$ cat config.mk
export PLATFORM = sky130hd
export DESIGN_NAME = regwrite_arbiter_flat
export DESIGN_NICKNAME = d
export VERILOG_FILES = /design/src/rtl/regwrite_arbiter_pkg.sv /design/src/rtl/regwrite_arbiter_if.sv /design/src/rtl/regwrite_arbiter_rr_pick2.sv /design/src/rtl/regwrite_arbiter.sv /design/src/flat_wrapper.sv
export SDC_FILE = /design/constraint.sdc
export NUM_CORES = 1
export LEC_CHECK = 0
export CAP_MARGIN = 20
export CORE_ASPECT_RATIO = 0.9
export CORE_UTILIZATION = 42
export DETAILED_ROUTE_END_ITERATION = 10
export GPL_TIMING_DRIVEN = 1
export PLACE_DENSITY = 0.87
export SETUP_SLACK_MARGIN = 0.05
export SLEW_MARGIN = 40
export SYNTH_ARGS = -nofsm -noshare
export SYNTH_HDL_FRONTEND = slang
export SYNTH_HIERARCHICAL = 1
export SYNTH_SLANG_ARGS = --single-unit
$ cat constraint.sdc
create_clock -name clk -period 4.4 [get_ports clk]
set_input_delay 0.66 -clock clk [delete_from_list [all_inputs] [get_ports clk]]
set_output_delay 0.66 -clock clk [all_outputs]
set_load 0.02 [all_outputs]
$ cat src/rtl/regwrite_arbiter_pkg.sv
// Shared definitions for the register-file write-port arbiter:
// bus widths, arbiter state encoding and destination-mux select values.
package regwrite_arbiter_pkg;

   localparam int ADDR_W = 5;
   localparam int DATA_W = 32;

   typedef enum logic [1:0] {
      ARB,
      OWN0,
      OWN1
   } arb_state_t;

   localparam logic SEL_REQ0 = 1'b0;
   localparam logic SEL_REQ1 = 1'b1;

endpackage

$ cat src/rtl/regwrite_arbiter_if.sv
// Writeback bus: two requesters (ALU/rd and load/rt) plus the registered
// register-file write port and destination-address mux select.
interface regwrite_arbiter_if
   import regwrite_arbiter_pkg::*;
#(
   parameter int AW = ADDR_W,
   parameter int DW = DATA_W
);

   logic          req0_valid;
   logic          req0_lock;
   logic [AW-1:0] req0_addr;
   logic [DW-1:0] req0_data;
   logic          req0_ready;

   logic          req1_valid;
   logic          req1_lock;
   logic [AW-1:0] req1_addr;
   logic [DW-1:0] req1_data;
   logic          req1_ready;

   logic          mux_sel;
   logic          wr_en;
   logic [AW-1:0] wr_addr;
   logic [DW-1:0] wr_data;

   modport master (
      output req0_valid, req0_lock, req0_addr, req0_data,
      output req1_valid, req1_lock, req1_addr, req1_data,
      input  req0_ready, req1_ready,
      input  mux_sel, wr_en, wr_addr, wr_data
   );

   modport slave (
      input  req0_valid, req0_lock, req0_addr, req0_data,
      input  req1_valid, req1_lock, req1_addr, req1_data,
      output req0_ready, req1_ready,
      output mux_sel, wr_en, wr_addr, wr_data
   );

endinterface

$ cat src/rtl/regwrite_arbiter_rr_pick2.sv
// Combinational two-way round-robin chooser: a lone requester always wins,
// a tie goes to the requester that was not granted last.
module rr_pick2 (
   input  logic [1:0] valid,
   input  logic       last,
   output logic [1:0] grant
);

   always_comb begin
      // NOTE: default first so every path assigns grant and no latch is inferred.
      grant = 2'b00;
      unique case (valid)
         2'b01:   grant = 2'b01;
         2'b10:   grant = 2'b10;
         2'b11:   grant = last ? 2'b01 : 2'b10;
         default: grant = 2'b00;
      endcase
   end

endmodule

$ cat src/rtl/regwrite_arbiter.sv
// Shares the register-file write port between the ALU and load writeback
// paths: round-robin with capped locked bursts and a registered output stage.
module regwrite_arbiter
   import regwrite_arbiter_pkg::*;
#(
   parameter int DATA_W      = regwrite_arbiter_pkg::DATA_W,
   parameter int ADDR_W      = regwrite_arbiter_pkg::ADDR_W,
   parameter int MAX_BURST   = 4,
   parameter bit ZERO_REG_RO = 1'b1
) (
   input  logic                clk,
   input  logic                reset,
   input  logic                flush,
   regwrite_arbiter_if.slave   bus
);

   localparam int CNT_W = $clog2(MAX_BURST + 1);
   localparam logic [CNT_W-1:0] CNT_CAP = CNT_W'(MAX_BURST);

   arb_state_t         state;
   logic               rr_last;
   logic [CNT_W-1:0]   burst_cnt;
   logic [CNT_W-1:0]   cnt_next;

   logic [1:0]         pick;
   logic [1:0]         grant;
   logic               own_hold;
   logic               g_idx;
   logic               g_lock;
   logic [ADDR_W-1:0]  g_addr;
   logic [DATA_W-1:0]  g_data;

   rr_pick2 u_pick (
      .valid ({bus.req1_valid, bus.req0_valid}),
      .last  (rr_last),
      .grant (pick)
   );

   // An owner that keeps its valid high shuts out the other side; once it
   // drops valid the cycle falls straight back to plain round-robin.
   always_comb begin
      grant    = 2'b00;
      own_hold = 1'b0;
      if (!reset && !flush) begin
         if (state == OWN0 && bus.req0_valid) begin
            grant    = 2'b01;
            own_hold = 1'b1;
         end else if (state == OWN1 && bus.req1_valid) begin
            grant    = 2'b10;
            own_hold = 1'b1;
         end else begin
            grant = pick;
         end
      end
   end

   assign bus.req0_ready = grant[0];
   assign bus.req1_ready = grant[1];

   assign g_idx    = grant[1];
   assign g_lock   = g_idx ? bus.req1_lock : bus.req0_lock;
   assign g_addr   = g_idx ? bus.req1_addr : bus.req0_addr;
   assign g_data   = g_idx ? bus.req1_data : bus.req0_data;
   assign cnt_next = burst_cnt + 1'b1;

   always_ff @(posedge clk) begin
      // NOTE: non-blocking assignments so every register samples pre-edge values.
      if (reset) begin
         state       <= ARB;
         rr_last     <= 1'b1;
         burst_cnt   <= '0;
         bus.wr_en   <= 1'b0;
         bus.wr_addr <= '0;
         bus.wr_data <= '0;
         bus.mux_sel <= SEL_REQ0;
      end else begin
         // Writes to r0 are swallowed: the beat retires but never reaches the port.
         bus.wr_en <= (|grant) && !(ZERO_REG_RO && (g_addr == '0));

         if (|grant) begin
            bus.wr_addr <= g_addr;
            bus.wr_data <= g_data;
            bus.mux_sel <= g_idx ? SEL_REQ1 : SEL_REQ0;
            rr_last     <= g_idx;
         end

         if (!(|grant)) begin
            state     <= ARB;
            burst_cnt <= '0;
         end else if (own_hold) begin
            if (!g_lock || cnt_next == CNT_CAP) begin
               state     <= ARB;
               burst_cnt <= '0;
            end else begin
               burst_cnt <= cnt_next;
            end
         end else if (g_lock && MAX_BURST > 1) begin
            state     <= g_idx ? OWN1 : OWN0;
            burst_cnt <= CNT_W'(1);
         end else begin
            state     <= ARB;
            burst_cnt <= '0;
         end
      end
   end

endmodule
$ cat src/flat_wrapper.sv
// flat-port wrapper written by rule: the top's interface ports become plain ports
module regwrite_arbiter_flat import regwrite_arbiter_pkg::*;
#(
   parameter int DATA_W      = regwrite_arbiter_pkg::DATA_W,
   parameter int ADDR_W      = regwrite_arbiter_pkg::ADDR_W,
   parameter int MAX_BURST   = 4,
   parameter bit ZERO_REG_RO = 1'b1
)
  (clk, reset, flush, bus_req0_valid, bus_req0_lock, bus_req0_addr, bus_req0_data, bus_req1_valid, bus_req1_lock, bus_req1_addr, bus_req1_data, bus_req0_ready, bus_req1_ready, bus_mux_sel, bus_wr_en, bus_wr_addr, bus_wr_data);
  regwrite_arbiter_if bus_i ();
  input  logic clk;
  input  logic reset;
  input  logic flush;
  input wire logic [$bits(bus_i.req0_valid)-1:0] bus_req0_valid;
  input wire logic [$bits(bus_i.req0_lock)-1:0] bus_req0_lock;
  input wire logic [$bits(bus_i.req0_addr)-1:0] bus_req0_addr;
  input wire logic [$bits(bus_i.req0_data)-1:0] bus_req0_data;
  input wire logic [$bits(bus_i.req1_valid)-1:0] bus_req1_valid;
  input wire logic [$bits(bus_i.req1_lock)-1:0] bus_req1_lock;
  input wire logic [$bits(bus_i.req1_addr)-1:0] bus_req1_addr;
  input wire logic [$bits(bus_i.req1_data)-1:0] bus_req1_data;
  output wire logic [$bits(bus_i.req0_ready)-1:0] bus_req0_ready;
  output wire logic [$bits(bus_i.req1_ready)-1:0] bus_req1_ready;
  output wire logic [$bits(bus_i.mux_sel)-1:0] bus_mux_sel;
  output wire logic [$bits(bus_i.wr_en)-1:0] bus_wr_en;
  output wire logic [$bits(bus_i.wr_addr)-1:0] bus_wr_addr;
  output wire logic [$bits(bus_i.wr_data)-1:0] bus_wr_data;
  assign bus_i.req0_valid = bus_req0_valid;
  assign bus_i.req0_lock = bus_req0_lock;
  assign bus_i.req0_addr = bus_req0_addr;
  assign bus_i.req0_data = bus_req0_data;
  assign bus_i.req1_valid = bus_req1_valid;
  assign bus_i.req1_lock = bus_req1_lock;
  assign bus_i.req1_addr = bus_req1_addr;
  assign bus_i.req1_data = bus_req1_data;
  assign bus_req0_ready = bus_i.req0_ready;
  assign bus_req1_ready = bus_i.req1_ready;
  assign bus_mux_sel = bus_i.mux_sel;
  assign bus_wr_en = bus_i.wr_en;
  assign bus_wr_addr = bus_i.wr_addr;
  assign bus_wr_data = bus_i.wr_data;
  regwrite_arbiter #(.DATA_W(DATA_W), .ADDR_W(ADDR_W), .MAX_BURST(MAX_BURST), .ZERO_REG_RO(ZERO_REG_RO)) u_core (.clk(clk), .reset(reset), .flush(flush), .bus(bus_i));
endmodule
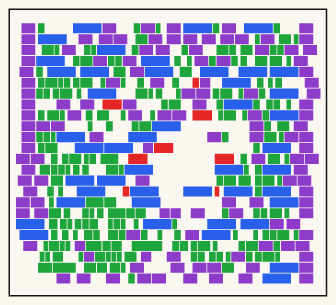
*Placed cells, one colour a class*
(4 px per micron)
class	colour	cells	share of their area
clock drivers and dummy loads	red	8	2.4%
registers	blue	45	26%
remaining logic cells	green	208	35%
remaining buffers and delay cells	purple	128	37%

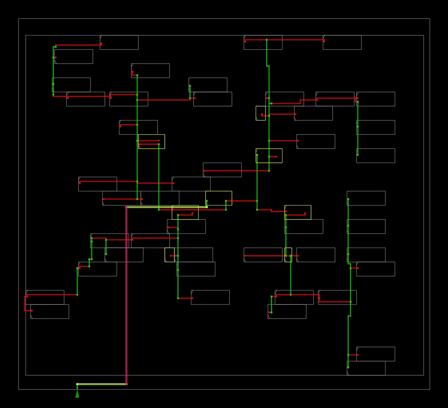
*The clock network*
clk sinks: 45
skew final: 0.00717 ns
power in the clock group: 0.000239 W

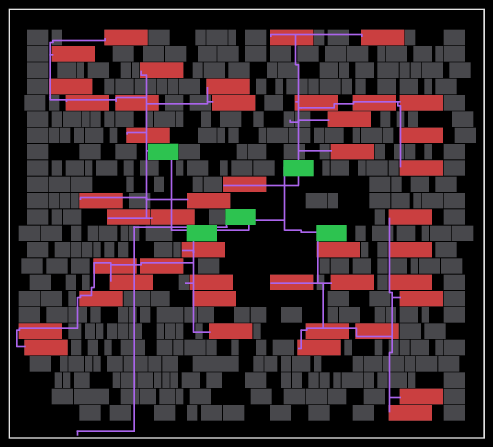
*Routed clock nets over the placement*
(6 px per micron)
[clock-net drivers] green | count: 5
[flip-flops] red | count: 45
[clock wires] purple | length: 481 microns
routed clock nets	6

==> ci_impl_report.md <==
## Implementation flow summary

| Metric | Value |
|---|---|
| Critical Path Slowest Stage Cell | `sky130_fd_sc_hd__clkdlybuf4s50_1` |
| Final total power | `0.00100 W` |
| Average cell area after synthesis | `7.96 sq um` |
| Post-Layout Cell Count | `454` |
| Cell count after placement | `446` |
| Data required time at the worst endpoint | `3.74 ns` |
| Total cell area at the placement stage | `3460 sq um` |
| Final hold vios | `0` |
| Sw Pwr | `0.000294 W` |
| Launching instance or port of the critical path | `bus_req1_valid` |
| Max-cap violation count | `0` |
| Most common library cells after synthesis | `sky130_fd_sc_hd__dfxtp_1 (45), sky130_fd_sc_hd__nor2_1 (42), sky130_fd_sc_hd__nand3_1 (40)` |
| Sequential cell power | `0.000457 W` |
| Critical path class | `in2out` |
| Count of cells resized by post-cts repair | `0` |
| End of the worst register-to-register path | `u_core/bus.wr_data[12]` |
| Share of power burned in the clock network | `0.239` |
| Predominant post-synthesis flop cell | `sky130_fd_sc_hd__dfxtp_1` |
| Most used standard cell by instance count after synthesis | `sky130_fd_sc_hd__dfxtp_1` |
| Routing usage on met3 | `0.0624` |
| Global-route total usage across every layer | `0.246` |
| Mapped Cells | `281` |
| Clock root buffer master | `sky130_fd_sc_hd__clkbuf_8` |
| Cts-stage hold buffer count | `0` |
| Remaining global-route overflow | `0` |
| Number of buffers created by CTS | `5` |
| Max VDD drop | `0.000131 V` |
| Distinct cell type count after synthesis | `34` |
| CP peak stage delay | `0.61 ns` |
| Die X | `78.9 microns` |
| Floorplan die height | `71.2 microns` |
| Proportion of layout cells with a drive suffix above 1 | `0.0488` |
| Slack of the critical path | `0.685 ns` |
| Maximum number of pins on one net before global-route repair | `41` |
| Ranking of synthesized cells by area | `sky130_fd_sc_hd__dfxtp_1 (40%), sky130_fd_sc_hd__a311oi_1 (14%), sky130_fd_sc_hd__nand3_1 (9.0%), sky130_fd_sc_hd__o21ai_0 (7.2%), sky130_fd_sc_hd__nor2_1 (7.1%)` |
| Violation count after the first detailed-route iteration | `157` |
| Count of flip-flops with a built-in enable after synthesis | `0` |
| Final Max Tran Viols | `0` |
| Total wire length | `7100 microns` |
| Highest-utilization routing layer at the global route stage | `met2` |
| Sw Share | `0.294` |
| Result of the run | `finished, final reports clean` |
| Setup repair after global routing missed its margin | `false` |
| Detail Placement HPWL | `4990 microns` |
| DRC violations left | `0` |
| Cell total in the yosys stat output | `281` |
| Capturing instance or port of the critical path | `bus_req1_ready` |
| Met1 track utilization from global routing | `0.312` |
| Slew margin rel. | `0.442` |
| Final setup violation count | `0` |
| Clock tree from TritonCTS | `built` |
| Top cell area share | `0.403` |
| Fmax | `269 MHz` |
| Measured slew at the worst slew-check pin | `0.837 ns` |
| Sum of negative setup slack | `0 ns` |
| Total tool warning count | `27` |
| Core box area | `4980 sq um` |
| Cell area after synthesis | `2240 sq um` |
| Number of vias after detailed routing | `2,613` |
| Post-route cell area | `3540 sq um` |
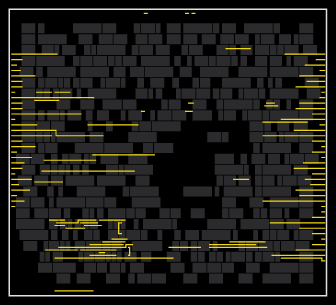
*Met3 routing*
(4 px per micron)
longest straight run	29.4 microns
nets with wire on the layer	98
wire length on this layer	660 microns
share of all routed wire	9.3%
main direction	horizontal

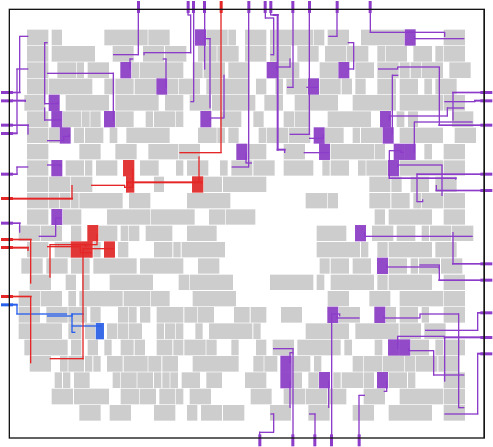
*Wires at chosen ports, followed through buffers*
(6 px per micron)
port	colour	direction	edge	end cells	buffers	wire
bus_req1_data	purple	input	11 top, 10 right, 6 left, 5 bottom	32	32	686 microns
bus_req0_addr	red	input	4 left, 1 top	7	5	151 microns
bus_req1_ready	blue	output	left	1	1	25.2 microns

[worst min-delay path by stage]
stage | from | endpoint | slack (ns)
after floorplan | u_core/rr_last | u_core/rr_last | 0.48
after global placement | u_core/bus.mux_sel | u_core/bus.mux_sel | 0.47
after detailed placement | u_core/bus.mux_sel | u_core/bus.mux_sel | 0.46
after CTS | u_core/bus.mux_sel | u_core/bus.mux_sel | 0.47
after global routing | u_core/bus.wr_data[0] | u_core/bus.wr_data[0] | 0.52
final | u_core/bus.mux_sel | u_core/bus.mux_sel | 0.47
[area by class of cell]
type	instances	area, sq um	share of cell area
timing repair buffer	128	1260	0.357
multi-input combinational	203	1190	0.337
sequential	45	901	0.255
tap	65	81.3	0.0230
clock buffer	6	72.6	0.0205
inverter	5	18.8	0.00530
clock inverter	2	10.0	0.00283
[layer usage]
layer / share of wire / vias up
li1: - / 1259
met1: 0.42 / 1191
met2: 0.47 / 155
met3: 0.093 / 8
met4: 0.015 / 0
met5: 0 / -
[cells by family (layout without fill, tap and decap cells)]
family,count (synthesis),in the layout,share of synthesized area
AND-OR/OR-AND,97,97,0.295
XOR/XNOR,1,1,0.00392
adder cells (fa/ha/maj),2,2,0.0112
buffers and inverters,33,141,0.0755
flip-flops,45,45,0.403
AND/OR/NAND/NOR,103,103,0.212
[registers in the layout (all words and copies together) (netlist names)]
name and cells:
u_core/burst_cnt 3, u_core/bus.mux_sel 1, u_core/bus.wr_addr 5, u_core/bus.wr_data 32, u_core/bus.wr_en 1, u_core/rr_last 1, u_core/state 2
[worst max-delay path, delay by kind of cell]
family / cells / cell delay (ns)
buf+inv: 4 / 1.53
simple gates: 1 / 0.12
compound gates: 2 / 0.74
Power is estimated from default activity; no workload was simulated.
